[config.mk]
export PLATFORM = sky130hd
export DESIGN_NAME = perf_counter_bank
export DESIGN_NICKNAME = d
export VERILOG_FILES = /design/src/rtl/perf_counter_bank.sv
export SDC_FILE = /design/constraint.sdc
export NUM_CORES = 1
export LEC_CHECK = 0
export ABC_CLOCK_PERIOD_IN_PS = 46800
export CAP_MARGIN = 20
export CORE_UTILIZATION = 60
export DETAILED_ROUTE_END_ITERATION = 8
export PLACE_DENSITY_LB_ADDON = 0.2
export SETUP_SLACK_MARGIN = 0.05
export SLEW_MARGIN = 10
export SYNTH_ARGS = -nofsm -noshare
export SYNTH_HDL_FRONTEND = slang
export SYNTH_SLANG_ARGS = --single-unit
[constraint.sdc]
create_clock -name clk -period 46.8 [get_ports clk]
set_clock_uncertainty 0.2 [all_clocks]
set_input_delay 9.36 -clock clk [delete_from_list [all_inputs] [get_ports clk]]
set_output_delay 9.36 -clock clk [all_outputs]
set_load 0.005 [all_outputs]
[src/rtl/perf_counter_bank.sv]
// Performance-counter bank: one free-running cycle counter plus NUM_EVENTS event
// counters, with freeze-on-halt, atomic shadow snapshot and a registered read port.
module perf_counter_bank #(
  parameter int NUM_EVENTS = 8,
  parameter int CNT_WIDTH  = 32,
  parameter int SATURATE   = 0,
  parameter int SEL_W      = 4
) (
  input  logic                  clk,
  input  logic                  rst,
  input  logic [NUM_EVENTS-1:0] event_in,
  input  logic                  count_en,
  input  logic                  halt,
  input  logic                  clear,
  input  logic                  snap_req,
  output logic                  snap_done,
  input  logic                  rd_en,
  input  logic [SEL_W-1:0]      rd_sel,
  output logic                  rd_valid,
  output logic [CNT_WIDTH-1:0]  rd_data,
  output logic [NUM_EVENTS:0]   overflow,
  output logic                  frozen
);

  // Slot NUM_EVENTS of every array is the cycle counter, matching the overflow layout.
  localparam int NCNT = NUM_EVENTS + 1;

  logic [CNT_WIDTH-1:0] cnt_q    [NCNT];
  logic [CNT_WIDTH-1:0] cnt_d    [NCNT];
  logic [CNT_WIDTH-1:0] shadow_q [NCNT];
  logic [NCNT-1:0]      ovf_q, ovf_d;
  logic [NCNT-1:0]      incVec;
  logic                 running;
  logic                 frozen_q, frozen_d;
  logic                 snapDone_q;
  logic                 rdValid_q;
  logic [CNT_WIDTH-1:0] rdData_q, rdMux;

  assign running  = count_en & ~frozen_q;
  assign incVec   = {running, event_in & {NUM_EVENTS{running}}};
  assign frozen_d = clear ? 1'b0 : (frozen_q | halt);

  // Clear wins over any increment; the terminal value wraps or sticks per SATURATE.
  always_comb begin
    ovf_d = ovf_q;
    for (int i = 0; i < NCNT; i++) begin
      cnt_d[i] = cnt_q[i];
      if (clear) begin
        cnt_d[i] = '0;
      end else if (incVec[i]) begin
        if (cnt_q[i] == '1) begin
          ovf_d[i] = 1'b1;
          cnt_d[i] = (SATURATE != 0) ? '1 : '0;
        end else begin
          cnt_d[i] = cnt_q[i] + CNT_WIDTH'(1);
        end
      end
    end
    if (clear) ovf_d = '0;
  end

  always_comb begin
    rdMux = '0;
    for (int i = 0; i < NCNT; i++) begin
      if (rd_sel == SEL_W'(i)) rdMux = shadow_q[i];
    end
  end

  always_ff @(posedge clk or posedge rst) begin
    if (rst) begin
      for (int i = 0; i < NCNT; i++) begin
        cnt_q[i]    <= '0;
        shadow_q[i] <= '0;
      end
      ovf_q      <= '0;
      frozen_q   <= 1'b0;
      snapDone_q <= 1'b0;
      rdValid_q  <= 1'b0;
      rdData_q   <= '0;
    end else begin
      for (int i = 0; i < NCNT; i++) begin
        cnt_q[i] <= cnt_d[i];
        // Shadows take the pre-edge live value, so a same-edge read still sees the old shadow.
        if (snap_req) shadow_q[i] <= cnt_q[i];
      end
      ovf_q      <= ovf_d;
      frozen_q   <= frozen_d;
      snapDone_q <= snap_req;
      rdValid_q  <= rd_en;
      if (rd_en) rdData_q <= rdMux;
    end
  end

  assign snap_done = snapDone_q;
  assign rd_valid  = rdValid_q;
  assign rd_data   = rdData_q;
  assign overflow  = ovf_q;
  assign frozen    = frozen_q;

endmodule

Run 1, cell placement:
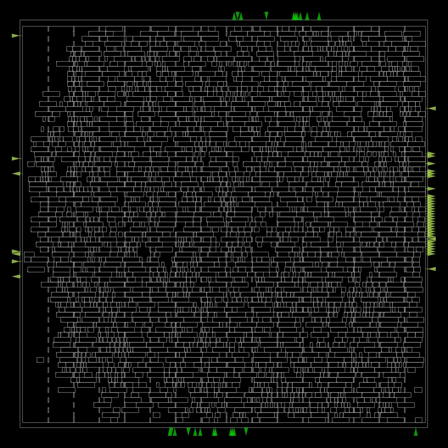
Final Util: 68.8%
std cell rows: 79
core box area: 47000 um^2
Finished Layout Cells: 3313

Run 1, routed metal per tile:
Scale: 1.5 px per um. 22 x 22 tiles, from dark purple (low) to yellow (high), scaled to the fullest tile. Values are wire area over tile area, all layers added.
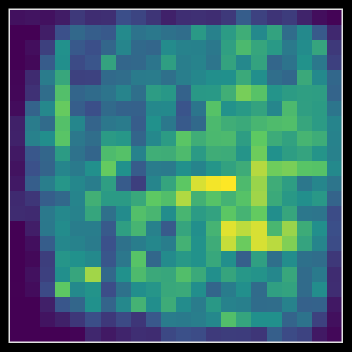
nearly empty tiles = 4.3%
tiles over half the peak = 35%
fullest tile = 0.60
mean over tiles = 0.25

Run 1, layout detail:
Region (86, 130) to (136, 180) um. Cells in gray, sequential cells in the stronger gray; small squares are vias.
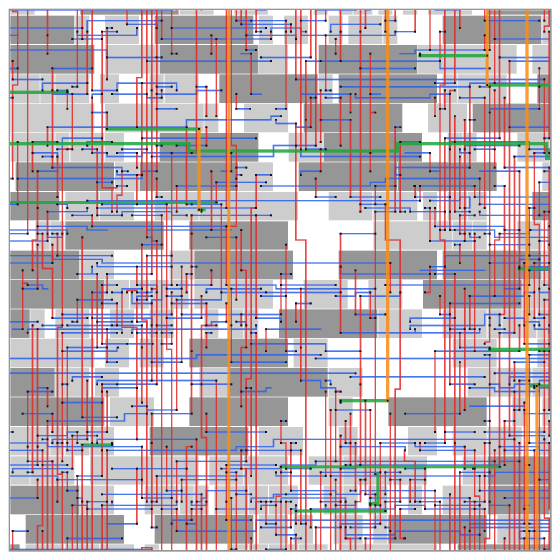
M2 -> red
M4 -> orange
M3 -> green
M1 -> blue
sequential cells in the window = 38
most frequent = dfrtp_1 (38), nor2_1 (21), mux2_2 (17)
cells with their middle in the window = 162
netlist names of flops here include = `cnt_q` (21), `shadow_q` (16)

Run 1, PDN straps and rails:
Scale: 2 px per um. Pins as bars on the die edge.
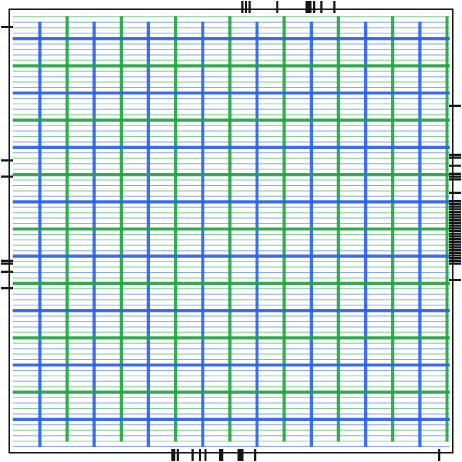
VSS -> blue
VDD -> green
met4 straps = 16
met5 straps = 15

==> qor.txt, run 1 <==
Top Usage Layer GRT -> met2
combinational share of cell area -> 39.0%
logic area -> 12600 um^2
Via density -> 6.36
GR met2 Demand/Resource -> 48.1%
Worst Hold Class -> reg -> reg
DR WL met2 -> 34600 um
Logic inverters -> 43
P_leak -> 14.2 nW
CP max stage delay -> 0.85 ns
HP Start -> overflow[5]
status -> finished clean
Clk pwr share -> 46.6%
setup repair bufs after CTS -> 0
final instance area -> 32300 um^2
comb pwr -> 0.0000549 W
worst hold slack -> 0.295 ns
DRT antenna net count -> 0
crit-path max FO -> 94
FILL cells -> 3385
aoi share -> 7.66%
Post-synth regs -> 620
gr ovfl total -> 0
Iteration-0 DRC Markers -> 2133
fp_density -> 61.3%
min cycle time layout -> 12.49 ns
count of tool warnings -> 28
port bufs -> 62
share of layout cells above drive strength 1 -> 16.9%
Die Y -> 221 um
placed cell area -> 29900 um^2
WP depth -> 5
CTS root buf -> clkbuf_16
most common logic cell in the routed design -> dfrtp_1
area leader, netlist -> dfrtp_1
top logic cells by instance count in the layout -> dfrtp_1, nor2_1, mux2_2, nand2_1, xnor2_1
num ports -> 63
CP Buf/Inv Count -> 5
detailed placement HPWL -> 51400 um
Largest logic family -> simple AND/OR/NAND/NOR gates
Hold EP -> overflow[5]
slew margin rel. -> 35.2%
Worst path slowest cell -> buf_4
TritonRoute pass-1 iters -> 5
Synth async-reset ratio -> 100%
==> run 1 -> run 2 <==
- ABC_CLOCK_PERIOD_IN_PS: 46800 -> 11900
- clock period: 46.8 -> 11.9 ns (I/O delays scaled with it)
Run 2, cell placement:
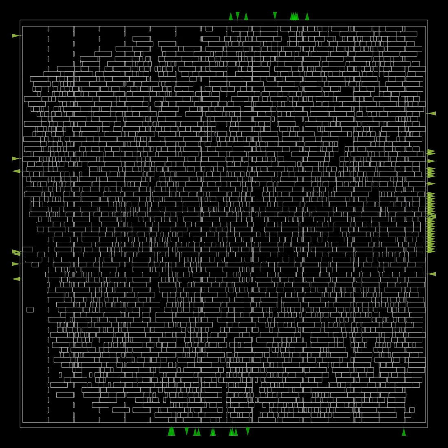
Final Util: 68.1%
Seq/total area: 48.5%
FILL cells: 3468

Run 2, PDN straps and rails:
Scale: 2 px per um. Pins as bars on the die edge.
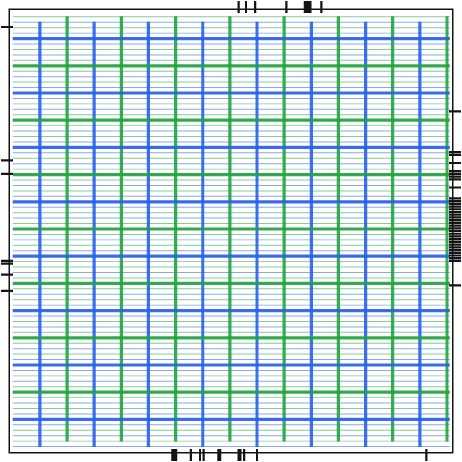
VSS -> blue
VDD -> green
met4 straps = 16
met5 straps = 15
rows = 79
signal pins = 63
met1 rails = 80

Run 2, routed metal per tile:
Scale: 1.5 px per um. 22 x 22 tiles, from dark purple (low) to yellow (high), scaled to the fullest tile. Values are wire area over tile area, all layers added.
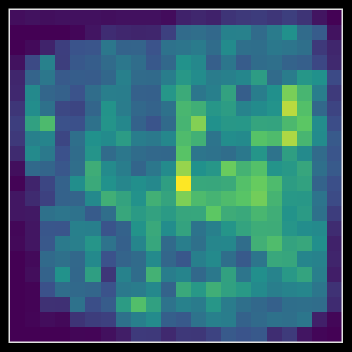
mean over tiles = 0.26
fullest tile = 0.70
nearly empty tiles = 5.4%
tiles over half the peak = 25%

==> run 2 against run 1 <==
  * Synthesized cell count unchanged
  * Sequential cell count did not move
  * Global-route usage increased by 0.14 points
  * Combinational power went up to 3.9 times the previous value
  * Sequential share of layout area increased by 0.44 points
  * Count of clock-buffer cells in the layout is 14 lower
  * Critical path type is now in -> reg
==> qor.txt, run 2 <==
fp_density -> 61.3% (unchanged)
HP Start -> overflow[0] (was overflow[5])
dominant register cell -> dfrtp_1 (unchanged)
RSZ-0062 raised after global routing -> no (unchanged)
Iteration-0 DRC Markers -> 1953 (was 2133)
status -> finished clean (unchanged)
std cell rows -> 79 (unchanged)
nets@finish -> 2675 (was 2687)
Die Y -> 221 um (unchanged)
WP depth -> 6 (was 5)
DRT antenna net count -> 0 (unchanged)
flip-flops with a built-in enable -> 0 (unchanged)
most common logic cell in the routed design -> dfrtp_1 (unchanged)
slew margin rel. -> 22.7% (was 35.2%)
P_leak -> 14.0 nW (was 14.2 nW)
setup repair bufs after CTS -> 0 (unchanged)
placed cell area -> 29900 um^2 (about the same)
num ports -> 63 (unchanged)
core box area -> 47000 um^2 (unchanged)
CP Buf/Inv Count -> 1 (was 5)
GR met2 Demand/Resource -> 47.7% (was 48.1%)
Worst path slowest cell -> clkdlybuf4s50_1 (was buf_4)
comb pwr -> 0.000213 W (was 0.0000549 W)
worst hold slack -> 0.294 ns (was 0.295 ns)
CTS root buf -> clkbuf_16 (unchanged)
Multi-In Gates -> 1818 (unchanged)
top logic cells by instance count in the layout -> dfrtp_1, nor2_1, mux2_2, nand2_1, xnor2_1 (unchanged)
CP max stage delay -> 1.01 ns (was 0.85 ns)
crit-path max FO -> 13 (was 94)
and+or+nand+nor area frac -> 15.8% (unchanged)
area leader, netlist -> dfrtp_1 (unchanged)
min cycle time layout -> 5.20 ns
Finished Layout Cells -> 3298 (was 3313)
detailed placement HPWL -> 52200 um (was 51400 um)
Clk pwr share -> 44.5% (was 46.6%)
Synth async-reset ratio -> 100% (unchanged)
port bufs -> 62 (unchanged)
Via density -> 6.40 (was 6.36)
Logic inverters -> 43 (unchanged)
final instance area -> 32000 um^2 (was 32300 um^2)
TritonRoute pass-1 iters -> 6 (was 5)
Critical Path Most Common Cell -> a21oi_1 (was buf_4)
share of layout cells above drive strength 1 -> 16.8% (was 16.9%)
gr ovfl total -> 0 (unchanged)
count of tool warnings -> 30 (was 28)
aoi share -> 7.66% (unchanged)
logic area -> 12600 um^2 (about the same)
==> run 2 -> run 3 <==
- ABC_CLOCK_PERIOD_IN_PS: 11900 -> 4200
- CORE_UTILIZATION: 60 -> 56
- clock period: 11.9 -> 4.2 ns (I/O delays scaled with it)
Run 3, layout detail:
Region (89, 135) to (139, 185) um. Cells in gray, sequential cells in the stronger gray; small squares are vias.
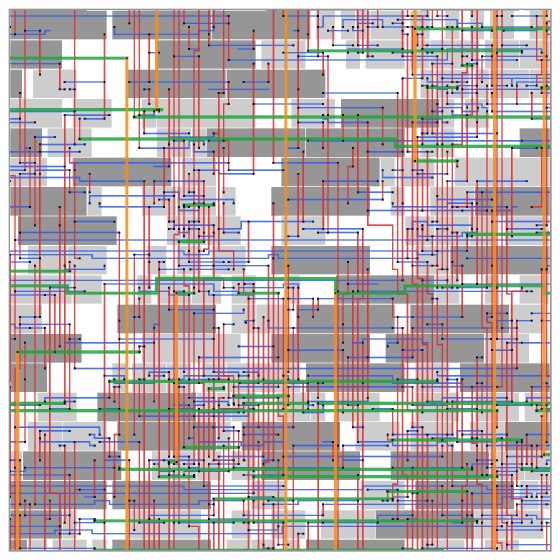
M4 -> orange
M2 -> red
M3 -> green
M1 -> blue
sequential cells in the window = 38
netlist names of flops here include = `shadow_q` (21), `cnt_q` (17)
most frequent = dfrtp_1 (38), mux2_2 (18), nor2_1 (16)
cells with their middle in the window = 154

Run 3, PDN straps and rails:
Scale: 2 px per um. Pins as bars on the die edge.
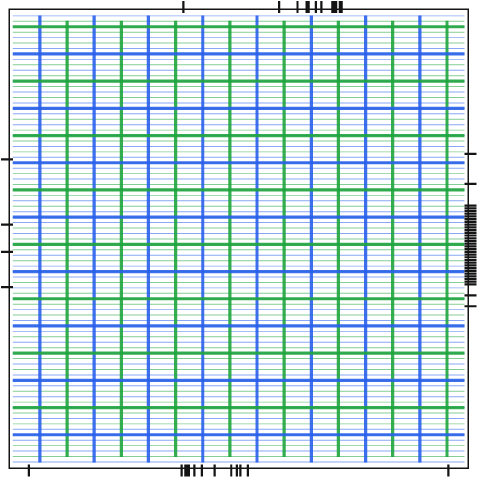
VSS -> blue
VDD -> green
rows = 82
signal pins = 63
met5 straps = 16
met4 straps = 16

Run 3, routed metal per tile:
Scale: 1.5 px per um. 23 x 23 tiles, from dark purple (low) to yellow (high), scaled to the fullest tile. Values are wire area over tile area, all layers added.
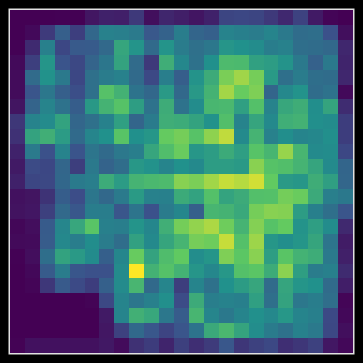
emptiest ninth of the die = bottom left
nearly empty tiles = 6.2%
tiles over half the peak = 35%
mean over tiles = 0.25

==> run 3 against run 2 <==
  * Power rose to 3.0 times the previous value
  * Count of clock-buffer cells in the layout rose by 11
  * Register-to-register slack got worse by 7.6 ns
  * Sequential power rose to 2.8 times the previous value
  * Critical path depth fell by 1
  * Global-route usage fell by 0.18 points
  * Cell area rose by 2.4%
  * Clock power rose to 3.2 times the previous value
  * Largest power group unchanged
==> qor.txt, run 3 <==
comb pwr -> 0.000633 W (was 0.000213 W)
Seq/total area -> 47.3% (was 48.5%)
detailed placement HPWL -> 56900 um (was 52200 um)
Largest logic family -> simple AND/OR/NAND/NOR gates (unchanged)
setup repair bufs after CTS -> 0 (unchanged)
placed cell area -> 30500 um^2 (was 29900 um^2)
num ports -> 63 (unchanged)
Via density -> 6.25 (was 6.40)
RSZ-0062 raised after global routing -> no (unchanged)
and+or+nand+nor area frac -> 15.8% (unchanged)
status -> finished clean (unchanged)
most common logic cell in the routed design -> dfrtp_1 (unchanged)
Final Util -> 65.1% (was 68.1%)
HP Start -> overflow[3] (was overflow[0])
Iteration-0 DRC Markers -> 2020 (was 1953)
DR WL met2 -> 36000 um (was 34400 um)
crit-path max FO -> 20 (was 13)
core box area -> 50400 um^2 (was 47000 um^2)
Die Y -> 229 um (was 221 um)
FILL cells -> 3838 (was 3468)
flip-flops with a built-in enable -> 0 (unchanged)
fp_density -> 57.1% (was 61.3%)
WP depth -> 5 (was 6)
Worst path slowest cell -> or4_1 (was clkdlybuf4s50_1)
TritonRoute pass-1 iters -> 6 (unchanged)
Finished Layout Cells -> 3421 (was 3298)
Post-synth regs -> 620 (unchanged)
CP Buf/Inv Count -> 1 (unchanged)
top logic cells by instance count in the layout -> dfrtp_1, nor2_1, mux2_2, nand2_1, xnor2_1 (unchanged)
final instance area -> 32800 um^2 (was 32000 um^2)
area leader, netlist -> dfrtp_1 (unchanged)
share of layout cells above drive strength 1 -> 18.6% (was 16.8%)
Multi-In Gates -> 1818 (unchanged)
gr ovfl total -> 0 (unchanged)
count of tool warnings -> 31 (was 30)
nets@finish -> 2723 (was 2675)
Synth async-reset ratio -> 100% (unchanged)
DRT antenna net count -> 0 (unchanged)
P_leak -> 14.4 nW (was 14.0 nW)
Clk pwr share -> 47.2% (was 44.5%)
Power and IR drop assume default switching activity.
